### src/rtl/mac_pkg.sv
// Shared types and sizing helpers for the multi-channel MAC.
package mac_pkg;

    typedef enum logic [1:0] {
        OP_MAC  = 2'b00,
        OP_LOAD = 2'b01,
        OP_DUMP = 2'b10
    } op_e;

    typedef enum logic [1:0] {
        ST_IDLE,
        ST_MULT,
        ST_ACCUM,
        ST_OUT
    } state_e;

    function automatic int acc_width(input int data_width, input int guard_bits);
        return 2 * data_width + guard_bits;
    endfunction

    function automatic int ch_width(input int num_ch);
        return $clog2(num_ch);
    endfunction

endpackage

### src/rtl/booth_iter_core.sv
// Radix-2 Booth multiplier, one multiplier bit per cycle. done is high during the
// final iteration; product is valid from the following cycle until the next start.
module booth_iter_core #(
    parameter int DATA_WIDTH = 16
) (
    input  logic                           clk,
    input  logic                           rst_n,
    input  logic                           start,
    input  logic signed [DATA_WIDTH-1:0]   a,
    input  logic signed [DATA_WIDTH-1:0]   b,
    output logic                           done,
    output logic signed [2*DATA_WIDTH-1:0] product
);
    localparam int W     = DATA_WIDTH;
    localparam int CNT_W = $clog2(W + 1);

    // One extra high bit so subtracting the most negative multiplicand cannot overflow.
    logic signed [W:0]   acc_hi;
    logic signed [W:0]   mcand;
    logic signed [W:0]   sum_c;
    logic        [W-1:0] mplier;
    logic                q_m1;
    logic                busy;
    logic [CNT_W-1:0]    cnt;

    always_comb begin
        sum_c = acc_hi;
        case ({mplier[0], q_m1})
            2'b01:   sum_c = acc_hi + mcand;
            2'b10:   sum_c = acc_hi - mcand;
            default: sum_c = acc_hi;
        endcase
    end

    always_ff @(posedge clk or negedge rst_n) begin
        if (!rst_n) begin
            busy <= 1'b0;
            cnt  <= '0;
        end else if (start) begin
            busy <= 1'b1;
            cnt  <= CNT_W'(W);
        end else if (busy) begin
            cnt <= cnt - CNT_W'(1);
            if (cnt == CNT_W'(1))
                busy <= 1'b0;
        end
    end

    always_ff @(posedge clk) begin
        if (start) begin
            acc_hi <= '0;
            mcand  <= {a[W-1], a};
            mplier <= b;
            q_m1   <= 1'b0;
        end else if (busy) begin
            acc_hi <= {sum_c[W], sum_c[W:1]};
            mplier <= {sum_c[0], mplier[W-1:1]};
            q_m1   <= mplier[0];
        end
    end

    assign done    = busy && (cnt == CNT_W'(1));
    assign product = {acc_hi[W-1:0], mplier};

endmodule

### src/rtl/multi_channel_mac.sv
// Multi-channel multiply-accumulate: one command at a time through an iterative
// Booth multiplier into a bank of per-channel accumulators with sticky overflow flags.
module multi_channel_mac
    import mac_pkg::*;
#(
    parameter int DATA_WIDTH  = 16,
    parameter int GUARD_BITS  = 8,
    parameter int NUM_CH      = 4,
    parameter int SAT_EN      = 1,
    localparam int ACC_WIDTH  = acc_width(DATA_WIDTH, GUARD_BITS),
    localparam int CH_W       = ch_width(NUM_CH)
) (
    input  logic                         clk,
    input  logic                         rst_n,
    input  logic                         clr_all,
    input  logic                         in_valid,
    output logic                         in_ready,
    input  logic [1:0]                   in_op,
    input  logic [CH_W-1:0]              in_ch,
    input  logic signed [DATA_WIDTH-1:0] in_a,
    input  logic signed [DATA_WIDTH-1:0] in_b,
    output logic                         out_valid,
    input  logic                         out_ready,
    output logic [ACC_WIDTH-1:0]         out_data,
    output logic [CH_W-1:0]              out_ch,
    output logic                         out_sat
);
    state_e state, state_nxt;

    logic                          load_q;
    logic [CH_W-1:0]               ch_q;
    logic signed [ACC_WIDTH-1:0]   acc [NUM_CH];
    logic [NUM_CH-1:0]             sat;
    logic                          in_fire, out_fire, is_dump;
    logic                          mul_start, mul_done;
    logic signed [2*DATA_WIDTH-1:0] mul_prod;
    logic signed [ACC_WIDTH-1:0]   prod_ext;
    logic [ACC_WIDTH:0]            mac_res;

    // Returns {overflow, result}; the result clamps only when SAT_EN is set.
    function automatic logic [ACC_WIDTH:0] sat_add(input logic signed [ACC_WIDTH-1:0] x,
                                                   input logic signed [ACC_WIDTH-1:0] y);
        logic signed [ACC_WIDTH-1:0] s;
        logic                        ovf;
        s   = x + y;
        ovf = (x[ACC_WIDTH-1] == y[ACC_WIDTH-1]) && (s[ACC_WIDTH-1] != x[ACC_WIDTH-1]);
        if (ovf && SAT_EN != 0)
            s = x[ACC_WIDTH-1] ? {1'b1, {(ACC_WIDTH-1){1'b0}}} : {1'b0, {(ACC_WIDTH-1){1'b1}}};
        return {ovf, s};
    endfunction

    assign in_ready  = (state == ST_IDLE);
    assign out_valid = (state == ST_OUT);
    assign in_fire   = in_valid && in_ready;
    assign out_fire  = out_valid && out_ready;
    assign is_dump   = (in_op == OP_DUMP);
    assign mul_start = in_fire && !is_dump;
    assign prod_ext  = ACC_WIDTH'(mul_prod);
    assign mac_res   = sat_add(acc[ch_q], prod_ext);

    booth_iter_core #(.DATA_WIDTH(DATA_WIDTH)) u_mult (
        .clk     (clk),
        .rst_n   (rst_n),
        .start   (mul_start),
        .a       (in_a),
        .b       (in_b),
        .done    (mul_done),
        .product (mul_prod)
    );

    always_comb begin
        state_nxt = state;
        case (state)
            ST_IDLE:  if (in_fire) state_nxt = is_dump ? ST_OUT : ST_MULT;
            ST_MULT:  if (mul_done) state_nxt = ST_ACCUM;
            ST_ACCUM: state_nxt = ST_IDLE;
            ST_OUT:   if (out_ready) state_nxt = ST_IDLE;
            default:  state_nxt = ST_IDLE;
        endcase
    end

    always_ff @(posedge clk or negedge rst_n) begin
        if (!rst_n) begin
            state  <= ST_IDLE;
            load_q <= 1'b0;
            ch_q   <= '0;
        end else begin
            state <= state_nxt;
            if (in_fire) begin
                load_q <= (in_op == OP_LOAD);
                ch_q   <= in_ch;
            end
        end
    end

    // clr_all outranks the ACCUM write and the post-dump clear.
    always_ff @(posedge clk or negedge rst_n) begin
        if (!rst_n) begin
            for (int i = 0; i < NUM_CH; i++) acc[i] <= '0;
            sat <= '0;
        end else if (clr_all) begin
            for (int i = 0; i < NUM_CH; i++) acc[i] <= '0;
            sat <= '0;
        end else if (state == ST_ACCUM) begin
            if (load_q) begin
                acc[ch_q] <= prod_ext;
                sat[ch_q] <= 1'b0;
            end else begin
                acc[ch_q] <= mac_res[ACC_WIDTH-1:0];
                sat[ch_q] <= sat[ch_q] | mac_res[ACC_WIDTH];
            end
        end else if (out_fire) begin
            acc[out_ch] <= '0;
            sat[out_ch] <= 1'b0;
        end
    end

    always_ff @(posedge clk or negedge rst_n) begin
        if (!rst_n) begin
            out_data <= '0;
            out_ch   <= '0;
            out_sat  <= 1'b0;
        end else if (in_fire && is_dump) begin
            out_data <= acc[in_ch];
            out_ch   <= in_ch;
            out_sat  <= sat[in_ch];
        end
    end

endmodule

### config.mk
export PLATFORM = sky130hd
export DESIGN_NAME = multi_channel_mac
export DESIGN_NICKNAME = d
export VERILOG_FILES = /design/src/rtl/mac_pkg.sv /design/src/rtl/booth_iter_core.sv /design/src/rtl/multi_channel_mac.sv
export SDC_FILE = /design/constraint.sdc
export NUM_CORES = 1
export LEC_CHECK = 0
export CORE_UTILIZATION = 60
export DETAILED_ROUTE_END_ITERATION = 6
export PLACE_DENSITY_LB_ADDON = 0.2
export SLEW_MARGIN = 5
export SYNTH_ARGS = -nofsm -noshare
export SYNTH_HDL_FRONTEND = slang
export SYNTH_SLANG_ARGS = --single-unit
### constraint.sdc
create_clock -name clk -period 13.4 [get_ports clk]
set_input_delay 1.34 -clock clk [delete_from_list [all_inputs] [get_ports clk]]
set_output_delay 1.34 -clock clk [all_outputs]
set_load 0.03 [all_outputs]
==> images/layer_met3.png <==
Bar = 50 um. Cells faint in the background.
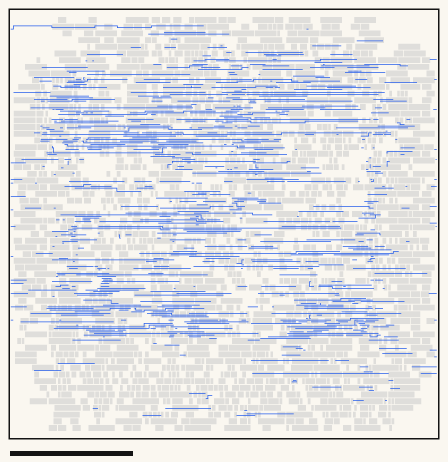
The wires run mostly horizontal. The layer holds 12% of the routed length. The layer carries 6950 um of wire.
via count: 16480
grt met3 use: 0.08880

==> reports/results.ini <==
[cts]
holdBufCountCts=0
cts_tree=built
cts.sinks=267
cts_resized=0
cts-root-buf=clkbuf_16
post-cts-setup-buffers=0
clk_latency_ns=0.57
clk_pin_slew_worst_paths_ns=0.07

[status]
outcome=finished, final reports clean

[logic_synthesis]
adder_share=0.04381
async_flop_share=0.8165
synth_area_leader_cell=dfrtp_1
edf_count=32
simple_gate_share=0.1046
ys_types=80
top_cell_area_share=0.3071
synth.top_cells.by_area=dfrtp_1 (31%), mux4_2 (10%), o21ai_0 (6.3%)
yosys_area_um2=17770
flop_cell=dfrtp_1
syn-num-nets=1968
yosys-top-cells-count=o21ai_0 (224), dfrtp_1 (218), a21oi_1 (196), nand2_1 (183), clkbuf_1 (114)
yosysMostFrequentCell=o21ai_0
yosys_warnings=0
ys_seq_share=0.3803
ys_cells=1866
logic_family=AND-OR/OR-AND gates
synthCells=1866
ys_sh_xor=0.02958

[global_route]
grt_max_degree=96
grt_pass1_wl_um=92070
grt_overflow=0
grt_pass1_vias=16110

[place]
routabilityCongestion=0.9655
dpl.cell_count=2245
place_ws_ns=7.832
io_buffers=85
hpwl_um=38510

[finish]
clock_area_frac=0.05194
drive_gt1_frac=0.1397
comb_share=0.5178
final_nets=1996
nClkBuffers=46
largest_reg_flops=160
top_regs=acc: 160 flops, out_data: 40 flops
seq_share=0.3381
layout_top_cells=o21ai_0 (224), dfrtp_1 (215), a21oi_1 (194)
utilization=0.6910
fillers=2186
flop-count=267
inv_count=45
regMostFlops=acc
area_dominant_class=logic gates

[drt]
drc=0
routed_wl_um=59070
vias_per_cell=7.157
ant_nets=0
firstDrtPassIters=5

[sta]
setup_viol_count_final=0
worstMarginPinSlew_ns=1.251
max_freq_mhz=174.7
period_used_share=0.4272
final.setup.tns_ns=0
finalWorstSetupSlack_ns=7.676
fin_crit_ns=5.724
max_slew_margin=0.1575
skew_ns=0.01245
rsz0062_at_grt=no
final_hold_viol_count=0
drv_slew=0

[power_and_ir_drop]
pwr_density_cell_nw_per_um2=202.0
p_total_mw=4.039
p_leak_nw=8.525
vdd_drop_max_mv=0.1722

[worst_setup_path]
path_cells=buf_4 -> mux4_2 -> ha_1 -> a21o_1 -> a221o_1 -> o221a_1 -> nor2_1 -> o21ai_1 -> o21ai_2 -> buf_4 -> and2_0 -> a221o_1 -> nor3_1 -> o21ai_0 -> o21ai_0
setup.worst_path.start_class=flip-flop
critPathKind=flip-flop to flip-flop
reg2reg_from=ch_q[0]
arrival_ns=6.13
path_delay_family=AND-OR/OR-AND gates
r2r_end=acc[141]
critPathLaunch=ch_q[0]
worstSetupEndpointType=flip-flop
cp-endpoint=acc[141]
rrSetupSlack_ns=7.68
required_ns=13.81

[job]
drv_cap=0

[die]
core-area_um2=28940
row_count=62
die_h_um=174.1
io_pins=86

[min_path]
min_from=acc[52]
holdPathEnd=acc[52]
holdPathStages=2

==> images/congestion.png <==
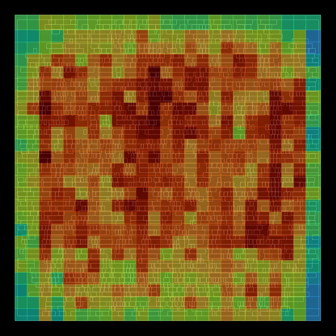
WL per Instance: 25.65 um
gr usage total: 0.3941
met1 Resource Use GR: 0.5168
gr busiest metal: met2

-- where the power goes --
group	leakage (nW)	switching [mW]	total (mW)	internal, mW
clock network	0.507	0.352	0.870	0.517
registers	3.45	0.171	1.13	0.957
logic	4.56	1.31	2.04	0.729
total	8.53	1.84	4.04	2.20
-- layer usage --
layer / global-route usage / share of wire / vias to the layer above
li1: - / - / 7093
met1: 0.5168 / 0.37 / 7955
met2: 0.6035 / 0.44 / 1161
met3: 0.08880 / 0.12 / 272
met4: 0.2277 / 0.066 / 2
met5: 0 / 0.00014 / -
-- metrics by stage --
stage	hold WS [ns]	area, um^2
floorplan	0.4592	17770
global placement	0.4755	18950
detailed placement	0.4868	18950
CTS	0.5014	19990
global route	0.5102	19990
finish	0.4999	19990
Power figures rest on the tool's default switching activity, not on a simulated workload.
